<file path="src/rtl/hamming_encoder_tx.sv">
`default_nettype none
// ============================================================================
// Module      : hamming_encoder_tx
// Description : Hamming(7,4)+overall-parity encoder with error injection,
//               feeding a first-word-fall-through codeword FIFO.
// Revision    : 1.0 - initial release
// ============================================================================
module hamming_encoder_tx #(
    parameter int FIFO_DEPTH = 4
) (
    input  logic       clk,
    input  logic       rst_n,
    input  logic [3:0] in_data,
    input  logic       in_valid,
    output logic       in_ready,
    input  logic [1:0] inj_mode,
    input  logic [2:0] inj_pos,
    output logic [7:0] out_code,
    output logic       out_valid,
    input  logic       out_ready,
    output logic [4:0] fifo_count,
    output logic [7:0] tx_count
);

    localparam int         AW           = (FIFO_DEPTH > 1) ? $clog2(FIFO_DEPTH) : 1;
    localparam logic [4:0] c_DEPTH      = 5'(FIFO_DEPTH);
    localparam logic [1:0] c_INJ_SINGLE = 2'd1;
    localparam logic [1:0] c_INJ_DOUBLE = 2'd2;
    localparam logic [1:0] c_INJ_PERIOD = 2'd3;

    logic [7:0]    r_mem [FIFO_DEPTH];
    logic [AW-1:0] r_wr_ptr;
    logic [AW-1:0] r_rd_ptr;
    logic [4:0]    r_count;
    logic [7:0]    r_tx_count;
    logic [1:0]    r_acc_cnt;
    logic [7:0]    r_out_code;
    logic          r_out_valid;

    logic          w_push;
    logic          w_pop;
    logic          w_c0, w_c1, w_c2, w_call;
    logic [7:0]    w_clean;
    logic [7:0]    w_flip;
    logic [2:0]    w_pos_inc;
    logic [7:0]    w_word;
    logic [AW-1:0] w_rd_ptr_next;
    logic [4:0]    w_count_next;
    logic [7:0]    w_head_next;

    assign in_ready   = (r_count < c_DEPTH);
    assign w_push     = in_valid && in_ready;
    assign w_pop      = r_out_valid && out_ready;

    assign w_c0    = in_data[0] ^ in_data[1] ^ in_data[3];
    assign w_c1    = in_data[0] ^ in_data[2] ^ in_data[3];
    assign w_c2    = in_data[1] ^ in_data[2] ^ in_data[3];
    assign w_call  = ^{in_data[3:1], w_c2, in_data[0], w_c1, w_c0};
    assign w_clean = {w_call, in_data[3:1], w_c2, in_data[0], w_c1, w_c0};

    assign w_pos_inc = inj_pos + 3'd1;

    always_comb begin
        w_flip = 8'h00;
        case (inj_mode)
            c_INJ_SINGLE: w_flip = 8'h01 << inj_pos;
            c_INJ_DOUBLE: w_flip = (8'h01 << inj_pos) | (8'h01 << w_pos_inc);
            c_INJ_PERIOD: if (r_acc_cnt == 2'd3) w_flip = 8'h01 << inj_pos;
            default:      w_flip = 8'h00;
        endcase
    end

    assign w_word = w_clean ^ w_flip;

    assign w_rd_ptr_next = w_pop ? (r_rd_ptr + AW'(1)) : r_rd_ptr;

    always_comb begin
        w_count_next = r_count;
        if (w_push && !w_pop)
            w_count_next = r_count + 5'd1;
        else if (!w_push && w_pop)
            w_count_next = r_count - 5'd1;
    end

    // The new word is the head only when it lands in the slot the read pointer moves to.
    assign w_head_next = (w_push && (r_wr_ptr == w_rd_ptr_next)) ? w_word : r_mem[w_rd_ptr_next];

    always_ff @(posedge clk) begin
        if (w_push)
            r_mem[r_wr_ptr] <= w_word;
    end

    always_ff @(posedge clk) begin
        if (!rst_n) begin
            r_wr_ptr    <= '0;
            r_rd_ptr    <= '0;
            r_count     <= 5'd0;
            r_tx_count  <= 8'd0;
            r_acc_cnt   <= 2'd0;
            r_out_code  <= 8'h00;
            r_out_valid <= 1'b0;
        end else begin
            if (w_push) begin
                r_wr_ptr  <= r_wr_ptr + AW'(1);
                r_acc_cnt <= r_acc_cnt + 2'd1;
            end
            if (w_pop)
                r_tx_count <= r_tx_count + 8'd1;
            r_rd_ptr    <= w_rd_ptr_next;
            r_count     <= w_count_next;
            r_out_valid <= (w_count_next != 5'd0);
            if (w_count_next != 5'd0)
                r_out_code <= w_head_next;
        end
    end

    assign out_code   = r_out_code;
    assign out_valid  = r_out_valid;
    assign fifo_count = r_count;
    assign tx_count   = r_tx_count;

endmodule
`default_nettype wire

</file>
<file path="config.mk">
export PLATFORM = sky130hd
export DESIGN_NAME = hamming_encoder_tx
export DESIGN_NICKNAME = d
export VERILOG_FILES = /design/src/rtl/hamming_encoder_tx.sv
export SDC_FILE = /design/constraint.sdc
export NUM_CORES = 1
export LEC_CHECK = 0
export ABC_AREA = 1
export CORE_MARGIN = 2
export CORE_UTILIZATION = 30
export CTS_CLUSTER_SIZE = 30
export DETAILED_ROUTE_END_ITERATION = 10
export HOLD_SLACK_MARGIN = 0.06
export PLACE_DENSITY = 0.57
export SLEW_MARGIN = 20
export SYNTH_ARGS = -nofsm -noshare
export SYNTH_HDL_FRONTEND = slang
export SYNTH_SLANG_ARGS = --single-unit
</file>
<file path="constraint.sdc">
create_clock -name clk -period 2.1 [get_ports clk]
set_input_delay 0.42 -clock clk [delete_from_list [all_inputs] [get_ports clk]]
set_output_delay 0.42 -clock clk [all_outputs]
set_load 0.005 [all_outputs]
</file>
clock_wires.png
Drawn at 4 px/um.
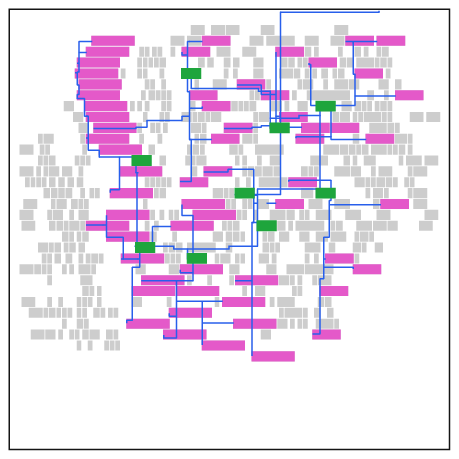
Green shows clock-net drivers, count 9. Magenta shows flip-flops, count 60. Blue shows clock wires, length 825 um.
There are 10 routed clock nets.

clock_nets.png
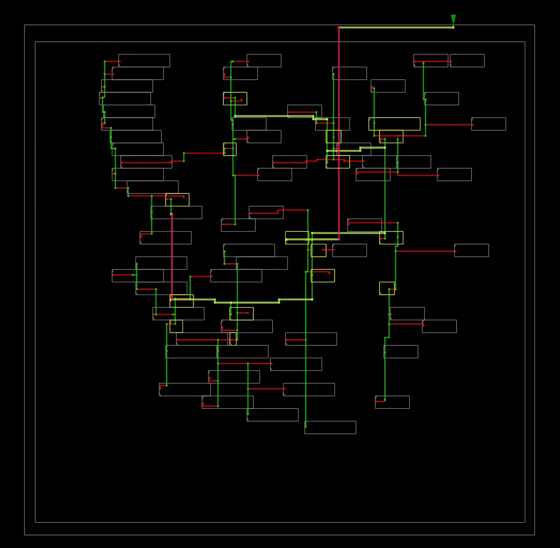
worst clock skew on the final layout: 0.00814 ns
Clk Latency, worst-skew pair: 0.34 ns
clock buffers: 9
number of buffers created by CTS: 9
sink count of the clock tree: 60

layers.png
Drawn at 2 px/um.
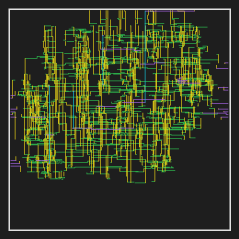
Yellow shows M2, wire length 3840 um. Purple shows M3, wire length 237 um. Cyan shows M4, wire length 127 um. Green shows M1, wire length 3470 um.

m3.png
Drawn at 4 px/um.
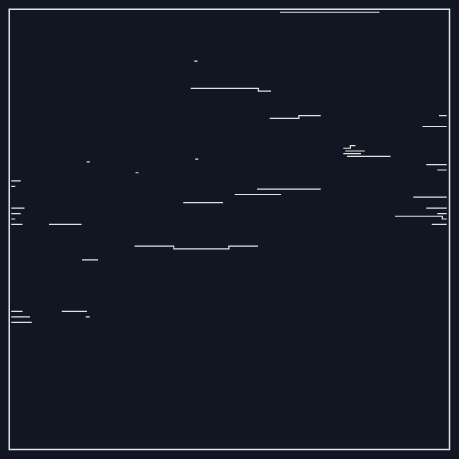
30 nets have wire on it. The longest straight run is 24.6 um. The layer carries 237 um of wire. The layer holds 3.1% of the routed length. The wires run mostly horizontal.

==> summary.rpt <==
LOGIC SYNTHESIS
------------------------------------------------------------------------------
Number of warnings issued by yosys                                           0
Most repeated cell in the gate-level netlist after synthesis      sky130_fd_sc_hd__nand2_1
Post-Synthesis Cells                                                       443
Largest cells by area after synthesis                             sky130_fd_sc_hd__edfxtp_1 (29%), sky130_fd_sc_hd__dfxtp_1 (17%), sky130_fd_sc_hd__nand2_1 (15%)
Async set or reset register ratio after synthesis                           0%
Largest area contributor in the synthesized netlist               sky130_fd_sc_hd__edfxtp_1
Post-synth top area share                                                28.7%
Number of nets in the synthesized netlist                                  464
Yosys cell count                                                           443
Number of enable-type register cells in the synthesized netlist             32
Area figure in the yosys stat output                                  3350 um2
Average size of a mapped cell                                         7.57 um2
Post-synth cell types                                                       27

PLACEMENT
------------------------------------------------------------------------------
Worst slack at placement                                             -0.121 ns
Number of port buffers                                                      35
Detail Placement HPWL                                                  6.06 mm
Dpl cells                                                                  647
Area post-placement                                                   4180 um2

POWER AND IR DROP
------------------------------------------------------------------------------
Switching share of power                                                 37.3%
Worst voltage drop across the vdd grid                              0.000456 V
Total power per unit cell area                                     1120 nW/um2
Switch Pwr                                                             1.83 mW
Part of the power in the clock network                                   21.1%
Leakage dissipation                                                    1.99 nW
Internal power component                                               3.08 mW
Sequential Power Share                                                   33.0%

STA
------------------------------------------------------------------------------
Setup repair after global routing missed its margin                      false
Max_slew headroom                                                        72.3%
Worst hold slack                                                      0.448 ns
Final hold vios                                                              0
Final period demand of the worst path                                  1.90 ns
Final Max-Slew Violation Tally                                               0
Crit path setup slack, layout                                         0.198 ns
Number of endpoints failing setup at the final stage                         0
Peak clock frequency supported by timing                               526 MHz
Ratio of final minimum period to clock period                            90.6%

CELLS AND AREA
------------------------------------------------------------------------------
Synthesis-to-finish area growth                                          30.6%
Cell area after layout                                                4380 um2
Final core utilization                                                   40.2%
Register Area                                                         1520 um2
Fillers                                                                   1106
Number of diodes                                                             0
Comb area                                                             1560 um2
Layout net count                                                           539

GLOBAL ROUTE
------------------------------------------------------------------------------
Number of global-route vias before repair                                 2895
Initial antenna violation count                                              0
Total overflow reported by the global router                                 0
Tot GR Track Use                                                         14.1%
First-pass GRT wire length                                             13.1 mm

FLOORPLAN
------------------------------------------------------------------------------
Area enclosed by the die boundary                                    12000 um2
Number of top-level design ports                                            36
Die Width                                                               110 um
Number of standard-cell rows in the floorplan                               38
Fp_density                                                               30.8%
Placeable core area                                                  10900 um2

CLOCKING
------------------------------------------------------------------------------
CTS tree                                                                   yes
Post-cts repair resize count                                                 0
CTS Hold Bufs                                                                0
Clk slew on worst S/H paths                                            0.07 ns
Clock root buffer                                                 sky130_fd_sc_hd__clkbuf_8
Deepest clock path buffer count                                              2
Number of H-tree levels                                                      3

CRITICAL PATH
------------------------------------------------------------------------------
Cell class contributing the biggest share of worst-path delay     simple AND/OR/NAND/NOR gates
Cell repeated most along the worst path                           sky130_fd_sc_hd__nand2_1
Critical path endpoint category                                      flip-flop
Crit-path max cell delay                                               0.58 ns
Kind of critical path                                                   in2reg
Arrival time worst endpoint                                            2.13 ns
Crit path cell chain                                              clkdlybuf4s50_1, nand3_2, nand2_1, nand2_2, buf_12, nand3_1, o21ai_1, nand2_1, nand2_1, a21oi_1, nor2_1
CP required                                                            2.32 ns

ROUTING
------------------------------------------------------------------------------
Detail-routed net length per standard cell                             11.6 um
Via count                                                                 2966
DRC violations left                                                          0
Routed wire length                                                     7.68 mm

MIN PATH
------------------------------------------------------------------------------
Classification of the worst-slack hold path                            reg2reg

OUTCOME
------------------------------------------------------------------------------
Status                                                            complete, no violations

JOB
------------------------------------------------------------------------------
Number of logged tool warnings                                              30

==> kinds of logic (layout without fill, tap and decap cells) <==
kind of cell | count (synthesis) | after routing | synth area share (%)
buf+inv | 67 | 147 | 8.17
flops | 60 | 60 | 45.4
simple gates | 261 | 261 | 35.8
compound gates | 42 | 42 | 6.38
fa+ha+maj | 8 | 8 | 2.99
xor+xnor | 5 | 5 | 1.31
==> layout by cell type (no fill, tap or decap), types with 3 or more instances in the layout <==
master,synthesis,final
sky130_fd_sc_hd__edfxtp_1,32,32
sky130_fd_sc_hd__nand3_2,4,4
sky130_fd_sc_hd__a21oi_1,19,19
sky130_fd_sc_hd__clkbuf_8,0,9
sky130_fd_sc_hd__nor2_4,4,4
sky130_fd_sc_hd__nand4_1,3,3
sky130_fd_sc_hd__nor2_1,46,46
sky130_fd_sc_hd__nand2_4,7,7
sky130_fd_sc_hd__buf_4,2,35
sky130_fd_sc_hd__nand2_1,138,138
sky130_fd_sc_hd__ha_1,8,8
sky130_fd_sc_hd__nand3_1,41,41
sky130_fd_sc_hd__o21ai_1,8,8
sky130_fd_sc_hd__inv_1,53,53
sky130_fd_sc_hd__nand3b_1,10,10
sky130_fd_sc_hd__xor2_1,5,5
sky130_fd_sc_hd__clkdlybuf4s50_1,0,35
sky130_fd_sc_hd__buf_12,0,5
sky130_fd_sc_hd__o21ai_0,13,13
sky130_fd_sc_hd__nor3_1,4,4
sky130_fd_sc_hd__dfxtp_1,28,28
==> state kept, by name (all words and copies together), names as in the netlist <==
signal      flops
fifo_count      5
out_code        8
out_valid       1
r_acc_cnt       2
r_mem          32
r_rd_ptr        2
r_wr_ptr        2
tx_count        8
==> through the flow <==
step	TNS, ns	power (mW)
finish	0	4.92
global route	0	5.33
CTS	0	4.99
detailed placement	-0.719	3.92
global placement	-0.769	3.89
floorplan	0	2.98
==> path summary, 6_finish.rpt <==
path | from | endpoint | slack (ns) | cells after the start
worst max-delay path | out_ready | out_code[4]$_SDFFE_PN0P_ | 0.20 | 11
worst min-delay path | tx_count[7]$_SDFFE_PN0P_ | tx_count[7]$_SDFFE_PN0P_ | 0.45 | 1
worst max register to register | fifo_count[0]$_SDFF_PN0_ | out_code[6]$_SDFFE_PN0P_ | 0.28 | 12
worst min register to register | tx_count[7]$_SDFFE_PN0P_ | tx_count[7]$_SDFFE_PN0P_ | 0.45 | 1
==> cell type report <==
| class | count | share of cell area, % |
|---|---|---|
| multi-input combinational | 316 | 35.6 |
| sequential | 60 | 34.8 |
| timing repair buffer | 75 | 16.3 |
| inverter | 56 | 4.83 |
| tap | 140 | 4.00 |
| clock buffer | 9 | 2.83 |
| clock inverter | 7 | 1.72 |
==> power groups by stage <==
stage	combinational [mW]	clock, mW	sequential, mW
6_report	2.26	1.04	1.62
5_1_grt	2.57	1.11	1.65
3_3_place_gp	2.24	0	1.65
2_1_floorplan	1.35	0	1.62
4_1_cts	2.28	1.08	1.63
3_5_place_dp	2.27	0	1.65
==> metal layers <==
layer  share of wire (%)  track usage, %  up-vias
li1                    -               -     1575
met1                  45            16.8     1331
met2                  50            24.6       52
met3                 3.1            3.26        8
met4                 1.7            5.15        0
met5                   0               0        -
Power figures rest on the tool's default switching activity, not on a simulated workload.
